Figure 1. Routing congestion (run 1).
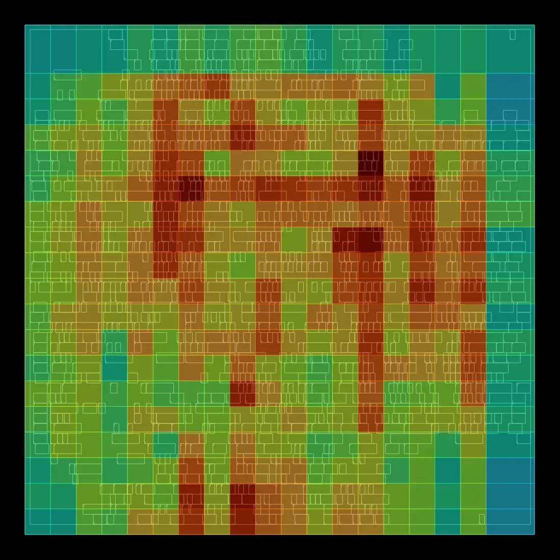
Figure 2. Clock network drawn from the DEF (run 1).
Scale bar: 50 um.
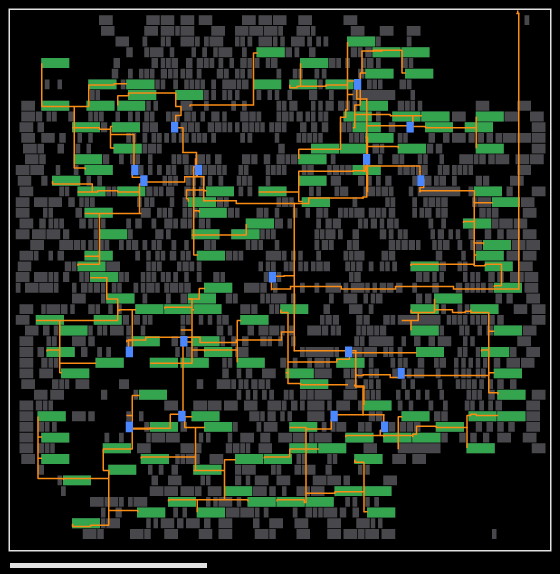
Figure 3. Sequential cells grouped by signal name (run 1).
Scale bar: 50 um.
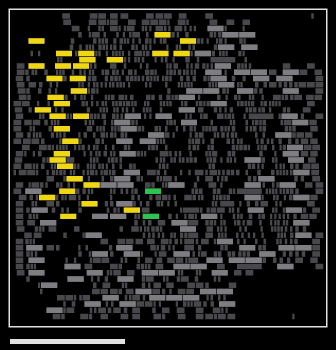
Figure 4. Placed cells, one colour a class (run 1).
Scale bar: 50 um.
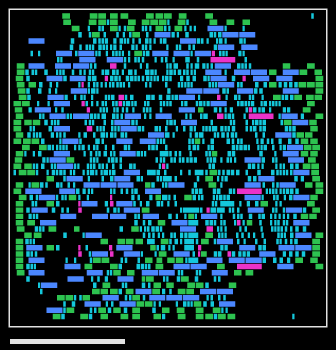
<file path="src/rtl/lsu_pkg.sv">
// Shared types for the load/store unit: FSM states, access-size encodings and
// the alignment rule used both when accepting a request and when flagging Misalign.
package lsu_pkg;

    typedef enum logic [1:0] {
        ST_IDLE = 2'b00,
        ST_RD   = 2'b01,
        ST_WR   = 2'b10,
        ST_DONE = 2'b11
    } state_t;

    localparam logic [1:0] SZ_BYTE = 2'b00;
    localparam logic [1:0] SZ_HALF = 2'b01;
    localparam logic [1:0] SZ_WORD = 2'b10;
    localparam logic [1:0] SZ_ILL  = 2'b11;

    // Size 11 is never legal; halfwords need an even address, words a 4-byte one.
    function automatic logic is_misaligned(input logic [1:0] size, input logic [1:0] lane);
        logic bad;
        case (size)
            SZ_BYTE: bad = 1'b0;
            SZ_HALF: bad = lane[0];
            SZ_WORD: bad = (lane != 2'b00);
            default: bad = 1'b1;
        endcase
        return bad;
    endfunction

endpackage

</file>
<file path="src/rtl/lsu_if.sv">
// Datapath request/response and data-memory signals of the LSU bundled in one
// interface; slave is the LSU view, master is the datapath-plus-memory view.
interface lsu_if;

    logic        Req;
    logic        WE;
    logic [1:0]  Size;
    logic        Signed;
    logic [31:0] Addr;
    logic [31:0] WData;
    logic [31:0] RData;
    logic        Done;
    logic        Busy;
    logic        Misalign;
    logic        MemRead;
    logic        MemWrite;
    logic [31:0] MemAddr;
    logic [31:0] MemDataOut;
    logic [31:0] MemDataIn;

    modport slave (
        input  Req, WE, Size, Signed, Addr, WData, MemDataIn,
        output RData, Done, Busy, Misalign, MemRead, MemWrite, MemAddr, MemDataOut
    );

    modport master (
        output Req, WE, Size, Signed, Addr, WData, MemDataIn,
        input  RData, Done, Busy, Misalign, MemRead, MemWrite, MemAddr, MemDataOut
    );

endinterface

</file>
<file path="src/rtl/lsu_align.sv">
// Big-endian lane handling: extracts and extends a load lane from a memory word,
// and merges store data into a previously read word for sub-word stores.
module lsu_align
    import lsu_pkg::*;
(
    input  logic [31:0] i_rword,
    input  logic [31:0] i_base,
    input  logic [31:0] i_wdata,
    input  logic [1:0]  i_size,
    input  logic        i_signed,
    input  logic [1:0]  i_lane,
    output logic [31:0] o_load,
    output logic [31:0] o_merge
);

    logic [7:0]  w_byte;
    logic [15:0] w_half;

    // Lane 00 is the most significant byte of the word.
    always_comb begin
        w_byte = 8'h00;
        case (i_lane)
            2'b00:   w_byte = i_rword[31:24];
            2'b01:   w_byte = i_rword[23:16];
            2'b10:   w_byte = i_rword[15:8];
            default: w_byte = i_rword[7:0];
        endcase
        if (i_lane[1]) begin
            w_half = i_rword[15:0];
        end else begin
            w_half = i_rword[31:16];
        end
    end

    // Load result: right-justified lane, sign- or zero-extended.
    always_comb begin
        o_load = 32'h0000_0000;
        case (i_size)
            SZ_BYTE: o_load = {{24{i_signed & w_byte[7]}}, w_byte};
            SZ_HALF: o_load = {{16{i_signed & w_half[15]}}, w_half};
            SZ_WORD: o_load = i_rword;
            default: o_load = 32'h0000_0000;
        endcase
    end

    // Store word: target lane of the read-back word replaced by store data.
    always_comb begin
        o_merge = i_base;
        case (i_size)
            SZ_BYTE: begin
                case (i_lane)
                    2'b00:   o_merge[31:24] = i_wdata[7:0];
                    2'b01:   o_merge[23:16] = i_wdata[7:0];
                    2'b10:   o_merge[15:8]  = i_wdata[7:0];
                    default: o_merge[7:0]   = i_wdata[7:0];
                endcase
            end
            SZ_HALF: begin
                if (i_lane[1]) begin
                    o_merge[15:0] = i_wdata[15:0];
                end else begin
                    o_merge[31:16] = i_wdata[15:0];
                end
            end
            SZ_WORD: o_merge = i_wdata;
            default: o_merge = i_base;
        endcase
    end

endmodule

</file>
<file path="src/rtl/lsu.sv">
// Load/store unit: accepts one request in IDLE, performs a read, a write or a
// read-modify-write on a word-addressed data memory, then pulses Done.
module lsu
    import lsu_pkg::*;
(
    input  logic  Clock,
    input  logic  Resetn,
    lsu_if.slave  bus
);

    state_t      r_state;
    state_t      w_next;
    logic        r_we;
    logic [1:0]  r_size;
    logic        r_signed;
    logic [31:0] r_addr;
    logic [31:0] r_wdata;
    logic [31:0] r_rword;
    logic [31:0] r_rdata;

    logic        w_accept;
    logic        w_req_bad;
    logic        w_misalign;
    logic [31:0] w_load;
    logic [31:0] w_merge;

    assign w_accept   = (r_state == ST_IDLE) && bus.Req;
    assign w_req_bad  = is_misaligned(bus.Size, bus.Addr[1:0]);
    assign w_misalign = is_misaligned(r_size, r_addr[1:0]);

    lsu_align u_align (
        .i_rword  (bus.MemDataIn),
        .i_base   (r_rword),
        .i_wdata  (r_wdata),
        .i_size   (r_size),
        .i_signed (r_signed),
        .i_lane   (r_addr[1:0]),
        .o_load   (w_load),
        .o_merge  (w_merge)
    );

    // State register.
    always_ff @(posedge Clock) begin
        if (!Resetn) begin
            r_state <= ST_IDLE;
        end else begin
            r_state <= w_next;
        end
    end

    // Next-state logic; sub-word stores go through RD to fetch the word to merge into.
    always_comb begin
        w_next = r_state;
        case (r_state)
            ST_IDLE: begin
                if (bus.Req) begin
                    if (w_req_bad) begin
                        w_next = ST_DONE;
                    end else if (!bus.WE) begin
                        w_next = ST_RD;
                    end else if (bus.Size == SZ_WORD) begin
                        w_next = ST_WR;
                    end else begin
                        w_next = ST_RD;
                    end
                end else begin
                    w_next = ST_IDLE;
                end
            end
            ST_RD: begin
                if (r_we) begin
                    w_next = ST_WR;
                end else begin
                    w_next = ST_DONE;
                end
            end
            ST_WR:   w_next = ST_DONE;
            ST_DONE: w_next = ST_IDLE;
            default: w_next = ST_IDLE;
        endcase
    end

    // Request latch and read-back word capture.
    always_ff @(posedge Clock) begin
        if (!Resetn) begin
            r_we     <= 1'b0;
            r_size   <= 2'b00;
            r_signed <= 1'b0;
            r_addr   <= 32'h0000_0000;
            r_wdata  <= 32'h0000_0000;
            r_rword  <= 32'h0000_0000;
        end else begin
            if (w_accept) begin
                r_we     <= bus.WE;
                r_size   <= bus.Size;
                r_signed <= bus.Signed;
                r_addr   <= bus.Addr;
                r_wdata  <= bus.WData;
            end
            if (r_state == ST_RD) begin
                r_rword <= bus.MemDataIn;
            end
        end
    end

    // Load result register: becomes visible exactly in the DONE cycle; stores leave it alone.
    always_ff @(posedge Clock) begin
        if (!Resetn) begin
            r_rdata <= 32'h0000_0000;
        end else if ((r_state == ST_RD) && !r_we) begin
            r_rdata <= w_load;
        end else if (w_accept && w_req_bad) begin
            r_rdata <= 32'h0000_0000;
        end
    end

    // Output decode from the state register; MemWrite is also gated by Resetn
    // so a reset arriving in a WR cycle can never commit a write.
    always_comb begin
        bus.Busy       = (r_state != ST_IDLE);
        bus.Done       = (r_state == ST_DONE);
        bus.Misalign   = (r_state == ST_DONE) && w_misalign;
        bus.MemRead    = (r_state == ST_RD);
        bus.MemWrite   = (r_state == ST_WR) && Resetn;
        bus.MemAddr    = {r_addr[31:2], 2'b00};
        bus.RData      = r_rdata;
        if (r_state == ST_WR) begin
            bus.MemDataOut = w_merge;
        end else begin
            bus.MemDataOut = 32'h0000_0000;
        end
    end

endmodule

</file>
<file path="src/flat_wrapper.sv">
// flat-port wrapper written by rule: the top's interface ports become plain ports
module lsu_flat import lsu_pkg::*;
  (Clock, Resetn, bus_Req, bus_WE, bus_Size, bus_Signed, bus_Addr, bus_WData, bus_MemDataIn, bus_RData, bus_Done, bus_Busy, bus_Misalign, bus_MemRead, bus_MemWrite, bus_MemAddr, bus_MemDataOut);
  lsu_if bus_i ();
  input  logic Clock;
  input  logic Resetn;
  input wire logic [$bits(bus_i.Req)-1:0] bus_Req;
  input wire logic [$bits(bus_i.WE)-1:0] bus_WE;
  input wire logic [$bits(bus_i.Size)-1:0] bus_Size;
  input wire logic [$bits(bus_i.Signed)-1:0] bus_Signed;
  input wire logic [$bits(bus_i.Addr)-1:0] bus_Addr;
  input wire logic [$bits(bus_i.WData)-1:0] bus_WData;
  input wire logic [$bits(bus_i.MemDataIn)-1:0] bus_MemDataIn;
  output wire logic [$bits(bus_i.RData)-1:0] bus_RData;
  output wire logic [$bits(bus_i.Done)-1:0] bus_Done;
  output wire logic [$bits(bus_i.Busy)-1:0] bus_Busy;
  output wire logic [$bits(bus_i.Misalign)-1:0] bus_Misalign;
  output wire logic [$bits(bus_i.MemRead)-1:0] bus_MemRead;
  output wire logic [$bits(bus_i.MemWrite)-1:0] bus_MemWrite;
  output wire logic [$bits(bus_i.MemAddr)-1:0] bus_MemAddr;
  output wire logic [$bits(bus_i.MemDataOut)-1:0] bus_MemDataOut;
  assign bus_i.Req = bus_Req;
  assign bus_i.WE = bus_WE;
  assign bus_i.Size = bus_Size;
  assign bus_i.Signed = bus_Signed;
  assign bus_i.Addr = bus_Addr;
  assign bus_i.WData = bus_WData;
  assign bus_i.MemDataIn = bus_MemDataIn;
  assign bus_RData = bus_i.RData;
  assign bus_Done = bus_i.Done;
  assign bus_Busy = bus_i.Busy;
  assign bus_Misalign = bus_i.Misalign;
  assign bus_MemRead = bus_i.MemRead;
  assign bus_MemWrite = bus_i.MemWrite;
  assign bus_MemAddr = bus_i.MemAddr;
  assign bus_MemDataOut = bus_i.MemDataOut;
  lsu u_core (.Clock(Clock), .Resetn(Resetn), .bus(bus_i));
endmodule
</file>
<file path="config.mk">
export PLATFORM = sky130hd
export DESIGN_NAME = lsu_flat
export DESIGN_NICKNAME = d
export VERILOG_FILES = /design/src/rtl/lsu_pkg.sv /design/src/rtl/lsu_if.sv /design/src/rtl/lsu_align.sv /design/src/rtl/lsu.sv /design/src/flat_wrapper.sv
export SDC_FILE = /design/constraint.sdc
export NUM_CORES = 1
export LEC_CHECK = 0
export ABC_AREA = 1
export CORE_UTILIZATION = 40
export CTS_BUF_LIST = sky130_fd_sc_hd__clkbuf_2
export CTS_CLUSTER_SIZE = 16
export DETAILED_ROUTE_END_ITERATION = 16
export GPL_ROUTABILITY_DRIVEN = 1
export PLACE_DENSITY = 0.69
export SLEW_MARGIN = 30
export SYNTH_ARGS = -nofsm -noshare
export SYNTH_HDL_FRONTEND = slang
export SYNTH_HIERARCHICAL = 1
export SYNTH_SLANG_ARGS = --single-unit
</file>
<file path="constraint.sdc">
create_clock -name Clock -period 4.2 [get_ports Clock]
set_input_delay 0.42 -clock Clock [delete_from_list [all_inputs] [get_ports Clock]]
set_output_delay 0.42 -clock Clock [all_outputs]
set_load 0.02 [all_outputs]
</file>
==> results_dict.tcl, run 1 <==
# metrics dict for downstream scripts
set metrics [dict create \
    status "finished clean" \
    cts_resized 0 \
    clockPowerShare_pct 25.3 \
    top_logic_kind "simple AND/OR/NAND/NOR gates" \
    ys_area_um2 7310 \
    simple_gate_area_share_pct 37.0 \
    nets 1421 \
    clock_power_uw 874 \
    worst_pin_slew_ns 0.728 \
    timing.rr.end "u_core/bus.RData[21]" \
    seq_power_mw 1.51 \
    synthCells 1182 \
    synth_area_um2 7310 \
    grt_max_degree 71 \
    overflow 0 \
    cp_top_family "simple AND/OR/NAND/NOR gates" \
    cp_data_required_time_ns 3.78 \
    adder_share_pct 0.855 \
    comb_cell_power_mw 1.07 \
    postSynthSeqShare_pct 36.7 \
    clk_share_pct 2.88 \
    drc 0 \
    dr.pass1.iters 6 \
    cts_setup_buffers 0 \
    r2r-start "u_core/r_addr[1]" \
    drt_iter0_markers 814 \
    syn2layout_area_growth_pct 28.4 \
    ys_sh_aoi_pct 12.4 \
    grt_pass1_vias 6841 \
    dp_hpwl_um 16900 \
    power_leader "registers" \
    combPwrFrac_pct 30.9 \
    clkLatencyLatePin_ns 0.72 \
    common_cells "332 x nand2_1, 217 x nor2_1, 134 x dfxtp_1" \
    buf_share_pct 22.2 \
    maxCapViolCount 0 \
    inv_count 102 \
    critical_path.slowest_cell "dfxtp_1" \
    rsz0062_at_grt "false" \
    power.density_nw_per_um2 367 \
    lay_top_count "nand2_1" \
    post_dp_cell_area_um2 9120 \
    hold-path-cell-count 3 \
    crit_path_start "u_core/r_addr[0]" \
    crit_buf_inv 2 \
    setup_tns_ns 0 \
    hold_path.startpoint "Resetn" \
    synth-xor-area-share_pct 0 \
    drive_above_1_share_pct 4.45 \
    num_antenna_cells 1 \
    finalMaxSlewViolations 0 \
    avgSynthCellArea_um2 6.19 \
    io_pins 204 \
    buffers 212 \
    num_vias 8011 \
    power.switching_mw 1.26 \
    async_reset_ff_share_pct 0 \
    final_cell_area_um2 9390 \
    fillCellCount 1880 \
    crit_end "bus_MemDataOut[2]" \
    wl_met2_um 10300 \
    row_count 49 \
    seq_share_pct 28.6 \
    p_seq_share_pct 43.8 \
    grt.total_usage_pct 25.5 \
    numCtsBuffers 17 \
    crit_fanout 19 \
    die_w_um 137 \
    criticalPathCategory "flip-flop to output pin" \
    grt_first_pass_wirelength_um 36500 \
    switching_share_pct 36.5 \
    die_y_um 137 \
    vias_per_cell 5.15 \
    min_to "u_core/r_addr[28]" \
    logic_gates 846 \
    regArea_um2 2680 \
    die-area_um2 18800 \
    dp_cells 1523 \
    ys_cells 1182 \
    core-area_um2 18000 \
    antenna_found_initial 1 \
    highest_layer "met4" \
    initial_core_util_pct 40.7 \
    total_leakage_power_nw 4.31 \
    htreeDepth 4 \
    top_area_cell "dfxtp_1" \
    yosys-top-cells-area "dfxtp_1 37%, nand2_1 17%, nor2_1 11%" \
    hold_viol_final 0 \
    edf_count 0 \
    min_period_ns 3.73 \
    routabilityCongestion 0.905 \
    ys_sh_mux_pct 0 \
    crit_arrival_ns 3.31 \
    logic_area_um2 3680 \
    m1WireLength_um 11000 \
    layout.cells.non_filler 1556 \
    cp_common_cell "nand2_1" \
    wl_um 23900 \
    dr_wl_met3_um 2000 \
    log.warning_count 30 \
    crit_path_end_kind "output pin" \
    min_path_type "primary input to flip-flop" \
    comb_share_pct 39.2 \
    clockBufferDepth 2 \
    max_stage_delay_ns 0.76 \
    timing.final.crit_share_pct 88.7 \
    synth_cell_types 26 \
    clock_buffers 17 \
    io_buffers 201 \
    path_cells "nand2_1 -> nand2_1 -> nand2_1 -> o21ai_1 -> nand2_1 -> inv_1 -> clkdlybuf4s50_1" \
    dominant_cells "multi-input combinational cells" \
    yosysWarnings 6 \
    cts_root_buffer "clkbuf_2" \
    p_total_mw 3.45 \
    fin_skew_ns 0.0132 \
    peakVddDrop_mv 0.155 \
    synth.top_cell.area_share_pct 36.7 \
    clkSlewWorstSetupHoldPaths_ns 0.20 \
    layout_top_cells "332 x nand2_1, 217 x nor2_1, 200 x clkdlybuf4s50_1" \
    hold_buffers 0 \
    rr_worst_depth 9 \
    clkSinkCount 134 \
    seq_cells 134 \
    fmax_mhz 268 \
    met1_usage_pct 36.2 \
    dp_worst_setup_slack_ns 1.31 \
    setup_viol 0 \
    p_int_mw 2.19 \
    drtAntennaViolNets 0 \
    cp_num_cells 7 \
    critPathLaunchType "flip-flop" \
    r2r_slack_ns 1.64 \
    ys_ff 134 \
    tritoncts "done" \
    n_tap_cell 229 \
    setup_slack_ns 0.474 \
    relSlewSlack_pct 51.3 \
    top_cell "nand2_1" \
    ff_type "dfxtp_1" \
    worst_hold_slack_ns 0.182 \
]
-- Figure 1 (at the start) --
layer with the highest usage: met2
Final Core Density: 52.3%
DR WL/cell: 15.3 um
met3 global-route usage: 5.08%
met2 Use GR: 38.4%

-- Figure 2 (at the start) --
Key: flip-flops = green [count 134]; clock wires = orange [length 1,710 um]; clock-net drivers = blue [count 17]
There are 18 routed clock nets.

-- Figure 3 (at the start) --
Key: u_core/r_size = green [placed flops 2]; u_core/r_wdata = yellow [placed flops 32]
Another 100 sequential cells are not coloured.

-- Figure 4 (at the start) --
Key: clock drivers and dummy loads = magenta [cells 32, share of their area 3.0%]; registers = blue [cells 134, share of their area 29%]; remaining logic cells = cyan [cells 948, share of their area 45%]; remaining buffers and delay cells = green [cells 212, share of their area 23%]

==> run 2, diff against run 1 <==
ABC_AREA = unset   (was 1)
REMOVE_ABC_BUFFERS = 1   (was unset)
Figure 5. Placed cells, one colour a class (run 2).
Scale bar: 50 um.
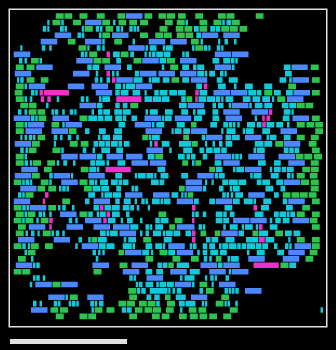
Site Rows: 48
fin area: 9160 um2

Figure 6. Routing congestion (run 2).
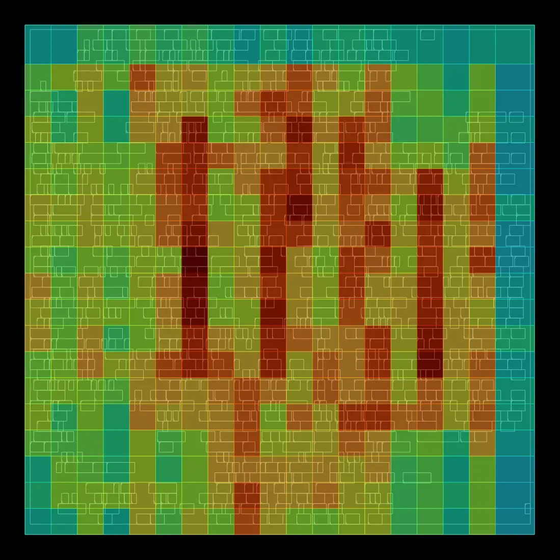
Global Route Usage Sum: 24.4%
met1 usage: 29.1%
DR WL/cell: 18.3 um

==> results_dict.tcl, run 2 <==
# metrics dict for downstream scripts
set metrics [dict create \
    hold_path.startpoint "bus_Addr[29]" \
    syn2layout_area_growth_pct 30.4 \
    synth-xor-area-share_pct 0 \
    layout_top_cells "201 x clkdlybuf4s50_1, 169 x nand2_1, 132 x dfxtp_1" \
    nets 1073 \
    cts_root_buffer "clkbuf_2" \
    ys_sh_aoi_pct 22.1 \
    grt_first_pass_wirelength_um 34300 \
    ff_type "dfxtp_1" \
    tritoncts "done" \
    lay_top_count "clkdlybuf4s50_1" \
    common_cells "169 x nand2_1, 134 x dfxtp_1, 77 x mux2i_1" \
    min_period_ns 3.93 \
    timing.final.crit_share_pct 93.5 \
    clockPowerShare_pct 23.7 \
    regArea_um2 2690 \
    synth_area_um2 7020 \
    ys_sh_mux_pct 13.9 \
    dp_hpwl_um 14600 \
    num_vias 6601 \
    drc 0 \
    layout.cells.non_filler 1203 \
    clock_power_uw 864 \
    vias_per_cell 5.49 \
    antenna_found_initial 0 \
    min_path_type "primary input to flip-flop" \
    log.warning_count 29 \
    grt_pass1_vias 6443 \
    gr-usage-met3_pct 6.61 \
    simple_gate_area_share_pct 16.3 \
    rsz0062_at_grt "false" \
    met2_usage_pct 41.7 \
    n_tap_cell 225 \
    dp_worst_setup_slack_ns 0.887 \
    status "finished clean" \
    fin_skew_ns 0.0224 \
    crit_end "bus_MemDataOut[15]" \
    logic_gates 584 \
    dp_cells 1171 \
    top_area_cell "dfxtp_1" \
    critPathLaunchType "flip-flop" \
    power.switching_mw 1.32 \
    comb_cell_power_mw 1.25 \
    comb_share_pct 41.0 \
    switching_share_pct 36.0 \
    ys_ff 134 \
    busiest_layer "met2" \
    num_antenna_cells 0 \
    seq_power_mw 1.54 \
    hold-path-cell-count 3 \
    cts_setup_buffers 0 \
    rr_worst_depth 6 \
    dr.pass1.iters 6 \
    min_to "u_core/r_addr[29]" \
    total_leakage_power_nw 3.40 \
    max_stage_delay_ns 0.87 \
    crit_arrival_ns 3.51 \
    criticalPathCategory "flip-flop to output pin" \
    worst_hold_slack_ns 0.229 \
    cp_data_required_time_ns 3.78 \
    clkSlewWorstSetupHoldPaths_ns 0.21 \
    power.density_nw_per_um2 399 \
    io_buffers 201 \
    crit_buf_inv 1 \
    postSynthSeqShare_pct 38.2 \
    adder_share_pct 0.891 \
    synth.top_cell.area_share_pct 38.2 \
    clk_share_pct 2.80 \
    edf_count 0 \
    top_logic_kind "AND-OR/OR-AND gates" \
    core-area_um2 17200 \
    crit_path_start "u_core/r_addr[0]" \
    die-area_um2 18100 \
    wl_um 22100 \
    cts_resized 0 \
    grt_max_degree 69 \
    crit_fanout 14 \
    setup_slack_ns 0.273 \
    drive_above_1_share_pct 8.90 \
    initial_core_util_pct 40.7 \
    wl_met2_um 10600 \
    htreeDepth 4 \
    hold_buffers 0 \
    logic_area_um2 3750 \
    post_dp_cell_area_um2 8900 \
    r2r-start "u_core/r_addr[0]" \
    synthCells 826 \
    worst_pin_slew_ns 0.800 \
    synth_cell_types 48 \
    fillCellCount 1638 \
    routabilityCongestion 0.844 \
    ys_cells 826 \
    avgSynthCellArea_um2 8.50 \
    numCtsBuffers 17 \
    finalMaxSlewViolations 0 \
    buf_share_pct 23.5 \
    maxCapViolCount 0 \
    p_total_mw 3.65 \
]
